$ cat src/rtl/nx_node_egress_pkg.sv
// Shared payload types for the node egress router: node coordinates and the routed message.
package nx_node_egress_pkg;

   localparam int unsigned COORD_W   = 4;
   localparam int unsigned PAYLOAD_W = 16;

   typedef struct packed {
      logic [COORD_W-1:0] row;
      logic [COORD_W-1:0] column;
   } node_id_t;

   typedef struct packed {
      node_id_t               target;
      logic [PAYLOAD_W-1:0]   payload;
   } node_message_t;

   // One-hot output port select: bit 0 north, 1 east, 2 south, 3 west, 4 local.
   localparam int unsigned    NUM_DIRS  = 5;
   localparam logic [4:0]     DIR_NORTH = 5'b00001;
   localparam logic [4:0]     DIR_EAST  = 5'b00010;
   localparam logic [4:0]     DIR_SOUTH = 5'b00100;
   localparam logic [4:0]     DIR_WEST  = 5'b01000;
   localparam logic [4:0]     DIR_LOCAL = 5'b10000;

endpackage

$ cat src/rtl/nx_node_egress.sv
// Node egress: in-order message FIFO feeding a single registered output stage,
// routed row-first onto one of five directional ports.
module nx_node_egress
   import nx_node_egress_pkg::*;
#(
   parameter int unsigned FIFO_DEPTH = 4
) (
   input  logic          i_clk,
   input  logic          i_rst,
   input  node_id_t      i_node_id,
   input  node_message_t i_msg_data,
   input  logic          i_msg_valid,
   output logic          o_msg_ready,
   output node_message_t o_north_data,
   output node_message_t o_east_data,
   output node_message_t o_south_data,
   output node_message_t o_west_data,
   output node_message_t o_local_data,
   output logic          o_north_valid,
   output logic          o_east_valid,
   output logic          o_south_valid,
   output logic          o_west_valid,
   output logic          o_local_valid,
   input  logic          i_north_ready,
   input  logic          i_east_ready,
   input  logic          i_south_ready,
   input  logic          i_west_ready,
   input  logic          i_local_ready,
   output logic          o_idle
);

   localparam int unsigned AW = $clog2(FIFO_DEPTH);
   localparam int unsigned PW = AW + 1;

   node_message_t         mem [FIFO_DEPTH];
   logic [PW-1:0]         wr_ptr, rd_ptr, wr_ptr_nxt, rd_ptr_nxt;
   logic [NUM_DIRS-1:0]   out_vld, out_vld_nxt, port_ready;
   node_message_t         out_data, head;
   logic                  msg_ready_q, idle_q;
   logic                  empty, push, pop, handshake, full_nxt, empty_nxt;

   // Row first, then column; coordinates compare unsigned.
   function automatic logic [NUM_DIRS-1:0] route(input node_id_t here, input node_id_t tgt);
      logic [NUM_DIRS-1:0] dir;
      dir = DIR_LOCAL;
      if (tgt.row > here.row)             dir = DIR_SOUTH;
      else if (tgt.row < here.row)        dir = DIR_NORTH;
      else if (tgt.column > here.column)  dir = DIR_EAST;
      else if (tgt.column < here.column)  dir = DIR_WEST;
      return dir;
   endfunction

   always_comb begin
      port_ready  = {i_local_ready, i_west_ready, i_south_ready, i_east_ready, i_north_ready};
      empty       = (wr_ptr == rd_ptr);
      head        = mem[rd_ptr[AW-1:0]];
      handshake   = |(out_vld & port_ready);
      push        = i_msg_valid && msg_ready_q;
      pop         = !empty && (!(|out_vld) || handshake);
      wr_ptr_nxt  = push ? wr_ptr + PW'(1) : wr_ptr;
      rd_ptr_nxt  = pop  ? rd_ptr + PW'(1) : rd_ptr;
      out_vld_nxt = out_vld;
      if (pop)            out_vld_nxt = route(i_node_id, head.target);
      else if (handshake) out_vld_nxt = '0;
      // Wrap bit differs with equal index bits -> full.
      full_nxt    = (wr_ptr_nxt[AW] != rd_ptr_nxt[AW]) &&
                    (wr_ptr_nxt[AW-1:0] == rd_ptr_nxt[AW-1:0]);
      empty_nxt   = (wr_ptr_nxt == rd_ptr_nxt);
   end

   always_ff @(posedge i_clk) begin
      if (!i_rst) begin
         wr_ptr      <= '0;
         rd_ptr      <= '0;
         out_vld     <= '0;
         out_data    <= '0;
         msg_ready_q <= 1'b0;
         idle_q      <= 1'b1;
      end else begin
         wr_ptr      <= wr_ptr_nxt;
         rd_ptr      <= rd_ptr_nxt;
         out_vld     <= out_vld_nxt;
         if (pop) out_data <= head;
         msg_ready_q <= !full_nxt;
         idle_q      <= empty_nxt && !(|out_vld_nxt);
      end
   end

   // Storage needs no reset: pointers define which entries are live.
   always_ff @(posedge i_clk) begin
      if (push) mem[wr_ptr[AW-1:0]] <= i_msg_data;
   end

   assign o_msg_ready   = msg_ready_q;
   assign o_idle        = idle_q;
   assign o_north_data  = out_data;
   assign o_east_data   = out_data;
   assign o_south_data  = out_data;
   assign o_west_data   = out_data;
   assign o_local_data  = out_data;
   assign o_north_valid = out_vld[0];
   assign o_east_valid  = out_vld[1];
   assign o_south_valid = out_vld[2];
   assign o_west_valid  = out_vld[3];
   assign o_local_valid = out_vld[4];

endmodule

$ cat config.mk
export PLATFORM = sky130hd
export DESIGN_NAME = nx_node_egress
export DESIGN_NICKNAME = d
export VERILOG_FILES = /design/src/rtl/nx_node_egress_pkg.sv /design/src/rtl/nx_node_egress.sv
export SDC_FILE = /design/constraint.sdc
export NUM_CORES = 1
export LEC_CHECK = 0
export CAP_MARGIN = 40
export CORE_AREA = 2 2 134 136
export DETAILED_ROUTE_END_ITERATION = 16
export DIE_AREA = 0 0 136 138
export PLACE_DENSITY = 0.63
export SLEW_MARGIN = 20
export SYNTH_ARGS = -nofsm -noshare
export SYNTH_HDL_FRONTEND = slang
export SYNTH_SLANG_ARGS = --single-unit
$ cat constraint.sdc
create_clock -name i_clk -period 3.05 [get_ports i_clk]
set_clock_uncertainty 0.2 [all_clocks]
set_input_delay 0.915 -clock i_clk [delete_from_list [all_inputs] [get_ports i_clk]]
set_output_delay 0.915 -clock i_clk [all_outputs]
set_load 0.1 [all_outputs]
clock_wires.png
The bar under the picture is 50 µm long.
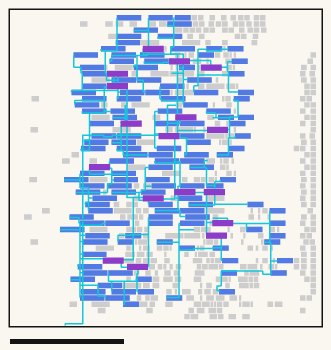
[purple] clock-net drivers | count: 17
[cyan] clock wires | length: 1620 µm
[blue] flip-flops | count: 133
routed clock nets: 18
insertion delay at the late pin of the worst-skew pair: 0.42 ns

m3.png
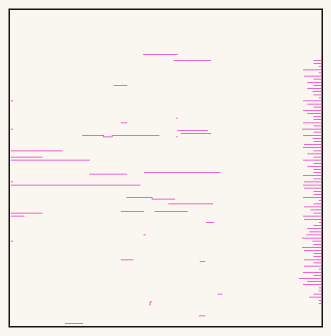
nets with wire on the layer: 98
wire length on this layer: 753 µm
share of all routed wire: 6.1%
main direction: horizontal
overall via count from detail_route: 3512
wire length reported by the detailed router: 12400 µm
global routing met3 resource utilization: 0.0356

==> run summary <==
Flow results are below.

- The run finished with clean final reports.
- The reg2reg setup slack is approximately 0.27 ns, for reference.
- The worst reg-to-reg path cell count is 10, for reference.
- The transition time at the pin with the least slew margin is 0.397 ns, for reference.
- The number of nets still failing antenna checks after routing is 0, for reference.
- Post-CTS repair changed the size of 0 cells.
- The total stage count of the critical path is 10, for reference.
- The number of setup violations in the final report is 0, for reference.
- Setup repair after global routing left no endpoint under its margin.
- The clock tree buffer depth is 2, for reference.
- Yosys reports that the most numerous cell types are buf_4, edfxtp_1, nand2_1, dfxtp_1, mux4_2.
- The uppermost signal routing layer after detailed routing is met4, for reference.
- STA classifies the critical path startpoint as a flop.
- The worst setup path category is reg -> reg, for reference.
- Post-route period utilization is reported as 0.912.
- The busiest metal layer after global routing is met2, for reference.
- The worst relative slew slack is 0.732, for reference.
- The H-tree generated during clock tree synthesis spans 4 levels.
- Buffers inserted during clock tree synthesis total 17.
- The most common flop cell mapped by yosys is edfxtp_1, for reference.
- In the final layout, the share of cells above drive strength 1 is 0.382.
- The logs give a warning total of 29.
- The floorplan step set the die height to 138 µm.
- In the placement report, post-DP HPWL is listed as 8950 µm.
- The length of routed met2 wiring is 6200 µm, for reference.
- The die is 136 µm wide.
- The number of synthesized register bits is 133, for reference.
- Yosys mapped a number of flops with a built-in enable equal to 96.
util_map.png
14 x 14 tiles, from white (low) to dark blue (high), 0 to 100% covered.
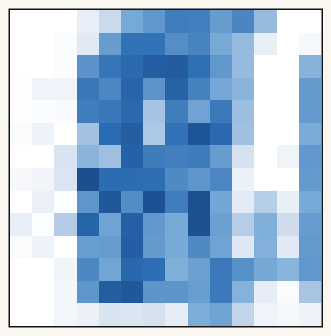
emptiest ninth of the die: top left
tiles over 75% full: 13%
fullest tile: 88%
mean over tiles: 39%
floorplan core area: 0.0175 mm²
final core utilization: 0.430

